File: src/rtl/bin2bcd_pkg.sv
// Shared definitions for the sequential binary-to-BCD converter.
//  - BCD digit width and the add-3 threshold used by double dabble
//  - FSM state encoding (IDLE / SHIFT / DONE)
//  - add3_if_ge5: the per-digit correction applied before every shift
package bin2bcd_pkg;

   localparam int         BCD_DIGIT_W = 4;
   localparam logic [3:0] ADD3_THRESH = 4'd5;

   typedef logic [1:0] state_t;

   localparam state_t S_IDLE  = 2'd0;
   localparam state_t S_SHIFT = 2'd1;
   localparam state_t S_DONE  = 2'd2;

   // A digit of 5..9 becomes 8..12, so the following left shift carries
   // exactly one into the next digit. Values above 9 never occur in a
   // well-formed digit; the add simply wraps within 4 bits.
   function automatic logic [3:0] add3_if_ge5(input logic [3:0] digit);
      return (digit >= ADD3_THRESH) ? digit + 4'd3 : digit;
   endfunction

endpackage

File: src/rtl/bin2bcd_seq_digit_adj.sv
// bcd_digit_adj: combinational "if >= 5 then add 3" for one BCD digit.
// Ports:
//  digit_in   in   4   current digit of the BCD shift register
//  digit_out  out  4   corrected digit, ready to be shifted left
module bcd_digit_adj
   import bin2bcd_pkg::*;
(
   input  logic [BCD_DIGIT_W-1:0] digit_in,
   output logic [BCD_DIGIT_W-1:0] digit_out
);

   assign digit_out = add3_if_ge5(digit_in);

endmodule

File: src/rtl/bin2bcd_seq.sv
// bin2bcd_seq: sequential shift-and-add-3 (double dabble) binary-to-BCD
// converter, one input bit per clock.
// Handshake: a conversion is accepted on a rising edge where start=1 and
// ready=1 (ready is high in IDLE and DONE). bin_in is sampled on that edge
// only. done is a one-cycle pulse; bcd_out/overflow become valid in that
// cycle and are held until the next done.
// Ports:
//  clk        in   1            clock, rising edge
//  rst_n      in   1            asynchronous active-low reset
//  start      in   1            conversion request
//  bin_in     in   BIN_W        unsigned operand
//  ready      out  1            can accept start (IDLE or DONE)
//  busy       out  1            conversion in progress (SHIFT)
//  done       out  1            result pulse
//  bcd_out    out  4*DIGITS     packed BCD, digit 0 in bits [3:0]
//  overflow   out  1            value did not fit in DIGITS digits
//  dbg_state  out  2            current FSM state, for observation only
module bin2bcd_seq
   import bin2bcd_pkg::*;
#(
   parameter int BIN_W  = 8,
   parameter int DIGITS = 3
)
(
   input  logic                          clk,
   input  logic                          rst_n,
   input  logic                          start,
   input  logic [BIN_W-1:0]              bin_in,
   output logic                          ready,
   output logic                          busy,
   output logic                          done,
   output logic [BCD_DIGIT_W*DIGITS-1:0] bcd_out,
   output logic                          overflow,
   output state_t                        dbg_state
);

   localparam int BCD_W = BCD_DIGIT_W * DIGITS;
   localparam int CNT_W = $clog2(BIN_W) + 1;
   localparam logic [CNT_W-1:0] LAST_CNT = CNT_W'(BIN_W - 1);

   state_t             state;
   logic [CNT_W-1:0]   count;
   logic [BIN_W-1:0]   bin_reg;
   logic [BCD_W-1:0]   bcd_reg;
   logic               ovf_reg;

   logic [BCD_W-1:0]   bcd_adj;
   logic [BCD_W-1:0]   bcd_next;
   logic               ovf_shift_bit;
   logic               accept;
   logic               last_shift;

   // Per-digit add-3 correction on the current BCD register.
   for (genvar g = 0; g < DIGITS; g++) begin : g_adj
      bcd_digit_adj u_adj (
         .digit_in  (bcd_reg[g*BCD_DIGIT_W +: BCD_DIGIT_W]),
         .digit_out (bcd_adj[g*BCD_DIGIT_W +: BCD_DIGIT_W])
      );
   end

   // Shift the corrected digits left by one, pulling in the binary MSB.
   // Whatever falls out of the top digit means the value needs more digits
   // than we have; it is accumulated into the sticky overflow flag.
   assign bcd_next      = {bcd_adj[BCD_W-2:0], bin_reg[BIN_W-1]};
   assign ovf_shift_bit = bcd_adj[BCD_W-1];

   assign ready      = (state == S_IDLE) || (state == S_DONE);
   assign busy       = (state == S_SHIFT);
   assign accept     = start && ready;
   assign last_shift = busy && (count == LAST_CNT);
   assign dbg_state  = state;

   always_ff @(posedge clk or negedge rst_n) begin
      if (!rst_n) begin
         state    <= S_IDLE;
         count    <= '0;
         bin_reg  <= '0;
         bcd_reg  <= '0;
         ovf_reg  <= 1'b0;
         bcd_out  <= '0;
         overflow <= 1'b0;
         done     <= 1'b0;
      end else begin
         done <= 1'b0;
         if (state == S_SHIFT) begin
            bcd_reg <= bcd_next;
            bin_reg <= {bin_reg[BIN_W-2:0], 1'b0};
            ovf_reg <= ovf_reg | ovf_shift_bit;
            count   <= count + 1'b1;
            if (last_shift) begin
               state    <= S_DONE;
               bcd_out  <= bcd_next;
               overflow <= ovf_reg | ovf_shift_bit;
               done     <= 1'b1;
            end
         end else if (accept) begin
            // Entered from IDLE or straight out of DONE (back-to-back).
            state   <= S_SHIFT;
            bin_reg <= bin_in;
            bcd_reg <= '0;
            ovf_reg <= 1'b0;
            count   <= '0;
         end else begin
            state <= S_IDLE;
         end
      end
   end

endmodule

File: config.mk
export PLATFORM = sky130hd
export DESIGN_NAME = bin2bcd_seq
export DESIGN_NICKNAME = d
export VERILOG_FILES = /design/src/rtl/bin2bcd_pkg.sv /design/src/rtl/bin2bcd_seq_digit_adj.sv /design/src/rtl/bin2bcd_seq.sv
export SDC_FILE = /design/constraint.sdc
export NUM_CORES = 1
export LEC_CHECK = 0
export CORE_AREA = 10 10 72 80
export DETAILED_ROUTE_END_ITERATION = 12
export DIE_AREA = 0 0 82 90
export MAX_ROUTING_LAYER = met4
export PLACE_DENSITY = 0.8
export SLEW_MARGIN = 25
export SYNTH_ARGS = -nofsm -noshare
export SYNTH_HDL_FRONTEND = slang
export SYNTH_HIERARCHICAL = 1
export SYNTH_SLANG_ARGS = --single-unit
File: constraint.sdc
create_clock -name clk -period 1.63 [get_ports clk]
set_input_delay 0.326 -clock clk [delete_from_list [all_inputs] [get_ports clk]]
set_output_delay 0.326 -clock clk [all_outputs]
set_load 0.03 [all_outputs]
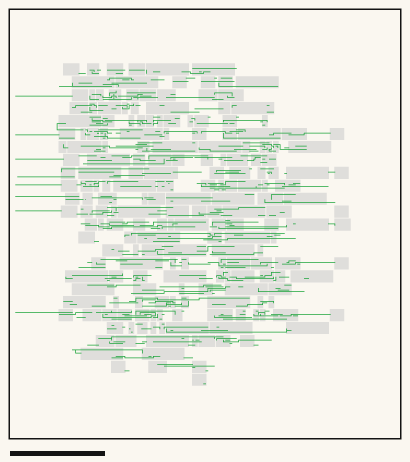
run_1/met1.png
Scale bar: 20 µm.
- longest straight run: 25.3 µm
- main direction: horizontal
- share of all routed wire: 45%
- nets with wire on the layer: 199
- wire length on this layer: 1750 µm
Post-Route WL: 3870 µm
global routing usage on met1: 0.148
total via count in the routed design: 1351

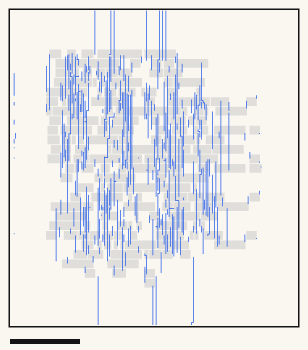
run_1/met2.png
Scale bar: 20 µm.
- share of all routed wire: 49%
- longest straight run: 26.9 µm
- wire length on this layer: 1890 µm
- nets with wire on the layer: 190
met2 GRT Util: 0.176

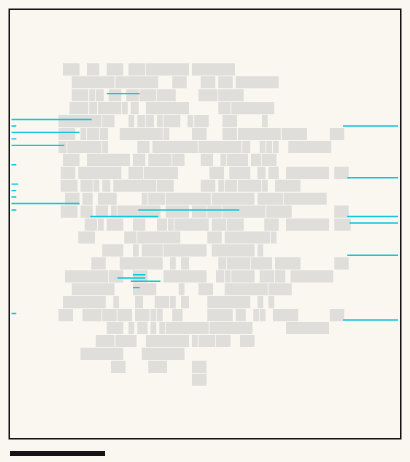
run_1/met3.png
Scale bar: 20 µm.
- wire length on this layer: 182 µm
- share of all routed wire: 4.7%
met3 GRT Util: 0.0269

## run 1: logic make-up after synthesis
group                      Yosys count  share of synthesized area
and+or+nand+nor                     48                      0.117
DFF                                 41                      0.528
AOI/OAI and AO/OA                   31                      0.122
muxes                               19                      0.120
buffers and inverters               17                     0.0508
adders and majority gates            7                     0.0450
xor gates and xnor gates             4                     0.0180
## run 1: cells in the mapped netlist (all sizes together)
| cell type | instances | area share |
|---|---|---|
| buf | 5 | 0.026 |
| xnor2 | 4 | 0.018 |
| inv | 9 | 0.019 |
| dfrtp | 41 | 0.53 |
| nor2 | 8 | 0.015 |
| a21oi | 4 | 0.016 |
| a22oi | 7 | 0.027 |
| nand3 | 7 | 0.018 |
| o21ai | 6 | 0.015 |
| a22o | 14 | 0.063 |
| nand4 | 1 | 0.0032 |
| clkbuf | 3 | 0.0058 |
| and4b | 2 | 0.010 |
| mux2 | 13 | 0.089 |
| ha | 7 | 0.045 |
| nand2b | 8 | 0.026 |
| mux2i | 6 | 0.031 |
| nand2 | 21 | 0.041 |
| and2b | 1 | 0.0039 |
## run 1: timing repair
item,CTS,global route
hold buffers,1,0
endpoints found under the setup margin,17,6
endpoints found under the hold margin,22,0
gates resized,18,6
buffers inserted,0,2
pin swaps,0,2
## run 1: how the worst max path moves through the flow
stage	cells past startpoint	to	slack, ns	start
6_report	1	done	0.03	done
5_1_grt	4	bcd_out[9]	-0.02	count[0]
4_1_cts	4	busy	0.006	dbg_state[1]
3_5_place_dp	6	bcd_out[6]	0.06	bcd_reg[5]
3_3_place_gp	5	bcd_out[6]	0.12	bcd_reg[4]
2_1_floorplan	7	bcd_out[2]	-0.04	dbg_state[1]
==> notes.md, run 1 <==
The origin of the worst min-delay path is ovf_reg. The run finished with clean final reports. In the detailed route, the total length drawn on met2 is 1890 µm. The worst endpoint data arrival time came out at 1.28 ns. Detailed placement reports a standard cell area of 2330 µm². The detailed router put a total of 1750 µm of wire on met1. The number of nets handed over by synthesis was 185. In the layout the tool counted multi-input logic cells amounting to 109. In this run, placement finished with an instance count of 251.

Derived from the worst setup path, the maximum achievable clock frequency is 625 MHz. Clock root buffer: sky130_fd_sc_hd__clkbuf_8. Compared with the post-synthesis result, the final layout area differs by 26.0%. The area taken by multi-input combinational cells is reported as 833 µm². According to the cell report, flip-flops and latches in the layout number 41. Master of the slowest instance on the critical path: sky130_fd_sc_hd__clkdlybuf4s50_1. The initial antenna violation count was 0; the average footprint of a synthesized cell was 11.6 µm².

The DRC marker count from the first detailed-route iteration was 99; the area fraction of clock buffers and clock inverters was 0.0352. The final timing report gives a worst setup slack of 0.0288 ns. The count of clock buffers in the final design came out at 7. In the final layout, excluding clock inverters the inverter count is 9.

During placement, the flow inserted port buffers numbering 28. Count of buffers not belonging to the clock network in the layout: 41. The tools report the destination of the worst hold path as ovf_reg. Summed over all nets, the half-perimeter wirelength after detailed placement is 2720 µm. Counting every sink on the clock net gives 41. Entering global routing, the biggest net connects 42 pins. The run gives 2140 nW/µm² for the power density over the cells. For the number of tapcells, the log shows 54.
==> inputs of run 2 (changes only) <==
- CTS_CLUSTER_DIAMETER: unset -> 100
- SETUP_SLACK_MARGIN: unset -> 0.2
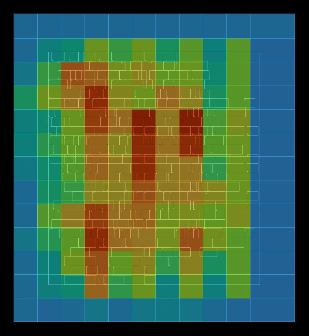
run_2/final_congestion.png
DR WL/cell: 16.7 µm
GR Util All Layers: 0.129
met3 GRT Util: 0.0279
global routing usage on met1: 0.163
Most Used Layer, Global Route: met2

==> notes.md, run 2 <==
The CTS sink count was 41 (unchanged). The run gives 62 (+51%) for the count of buffers not belonging to the clock network in the layout. The fraction of post-synthesis cell area in the top cell type by area is 0.528 (unchanged). The average footprint of a synthesized cell was 11.6 µm² (unchanged).

Per the CTS log, the maximum H-tree level is 2. The logs give a warning total of 32. The run gives 42 (unchanged) as the pin count of the biggest net entering global routing.

The count of flip-flops with a built-in enable after synthesis is 0 (unchanged), and the count of clock buffers in the final design is 7 (unchanged). The logs give 2080 µm (+19%) for the detailed-routing wirelength on met1 and 973 µm² (+17%) for the combinational cell area excluding buffers and inverters. The repair_antennas step left the layout with diodes totalling 0. Biggest area consumer among synthesized cells: sky130_fd_sc_hd__dfrtp_1.

The overall power is 6.26 mW, and the part of the power in combinational logic is 0.596. The prevailing post-synth register cell is sky130_fd_sc_hd__dfrtp_1. The top cell type by instance count after synthesis was sky130_fd_sc_hd__dfrtp_1. The run finished with clean final reports. The post-route worst setup slack was 0.0977 ns (+0.0689 ns); the die outline area was 7380 µm². After synthesis, the cell types taking the most area are sky130_fd_sc_hd__dfrtp_1, sky130_fd_sc_hd__a22o_1, sky130_fd_sc_hd__mux2_4, sky130_fd_sc_hd__ha_1, sky130_fd_sc_hd__nand2_1. DRC marker count from the first detailed-route iteration: 113 (+14%). The run gives 0.194 (+0.0183) as the global-route met2 utilization. The tools report the destination of the worst hold path as count[3]. The met2 wirelength from detailed routing came out at 2340 µm (+24%). The power density over the cells was 2240 nW/µm² (+4.7%); the final count of hold timing violations was 0. With the layout multi-input combinational cell count at 109 (unchanged), the slew at the pin with the worst max-slew slack is 0.310 ns. Number of tapcells: 54 (unchanged). The placement-stage cell area was 2330 µm² (unchanged); the area fraction of clock buffers and clock inverters was 0.0308 (-0.00441). STA lists the startpoint of the worst hold path as count[3]. Yosys reports that the most numerous cell types are sky130_fd_sc_hd__dfrtp_1, sky130_fd_sc_hd__nand2_1, sky130_fd_sc_hd__a22o_1. The run gives 185 (unchanged) as the number of nets produced by synthesis. The number of port buffers came out at 28 (unchanged).

The initial antenna violation count is 0 (unchanged), and the signed area change from the synthesized netlist to the final layout is 44.0%. The proportion of synthesized flip-flops having asynchronous set or reset was 1.00 (unchanged); the post-detailed-placement half-perimeter wirelength was 2720 µm (unchanged). The run gives 9 (unchanged) for the count of non-CTS inverters in the layout. For the total number of sequential cells, the log shows 41 (unchanged). For the worst endpoint data arrival time, the log shows 1.72 ns (+0.44 ns). Core area: 4190 µm². The cell sitting at the root of the clock tree is a sky130_fd_sc_hd__clkbuf_8.
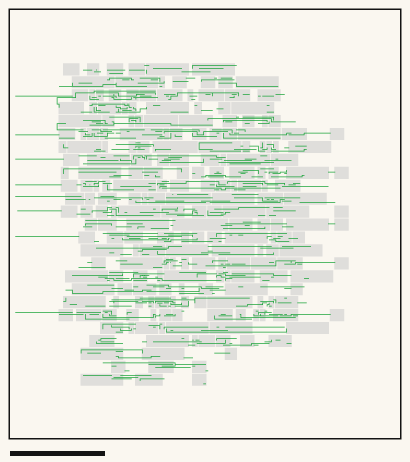
run_2/met1.png
Scale bar: 20 µm.
- nets with wire on the layer: 223
- wire length on this layer: 2080 µm
- longest straight run: 25.3 µm
- main direction: horizontal
total via count in the routed design: 1470
Post-Route WL: 4720 µm

[run 2: cell families after synthesis]
family,Yosys count,share of synthesized area
adder cells (fa/ha/maj),7,0.0450
flip-flops,41,0.528
XOR/XNOR,4,0.0180
AND/OR/NAND/NOR,48,0.117
buffers and inverters,17,0.0508
multiplexers,19,0.120
AND-OR/OR-AND,31,0.122
[run 2: worst max-delay path, cell delays in order (launching register included)]
cell	delay (ns)
sky130_fd_sc_hd__dfrtp_2	0.41
sky130_fd_sc_hd__nand2b_4	0.16
sky130_fd_sc_hd__clkinv_4	0.06
sky130_fd_sc_hd__and4b_2	0.33
sky130_fd_sc_hd__clkbuf_16	0.18
sky130_fd_sc_hd__mux2_4	0.29
[run 2: worst max path at each step]
| stage | cells after the start | to | startpoint |
|---|---|---|---|
| 3_3_place_gp | 5 | bcd_out[6] | bcd_reg[4] |
| 6_report | 5 | bcd_out[8] | dbg_state[1] |
| 5_1_grt | 5 | bcd_out[8] | dbg_state[1] |
| 2_1_floorplan | 7 | bcd_out[2] | dbg_state[1] |
| 3_5_place_dp | 6 | bcd_out[6] | bcd_reg[5] |
| 4_1_cts | 2 | ready | dbg_state[0] |
[run 2: per-stage QoR]
step                hold WS (ns)   util  TNS [ns]  std cells
floorplan                 0.0304      -    -0.285        167
global placement           0.311  0.557         0        251
detailed placement         0.314  0.557         0        251
CTS                        0.489  0.628         0        269
global route               0.524  0.668         0        282
finish                     0.498  0.668         0        282
[run 2: what timing repair did]
item,4_1_cts,5_1_grt
setup buffers,9,11
cloned,1,2
pin swaps,6,6
endpoints found under the setup margin,42,33
endpoints found under the hold margin,22,0
gates resized,46,22
hold buffers,1,0
Power figures rest on the tool's default switching activity, not on a simulated workload.
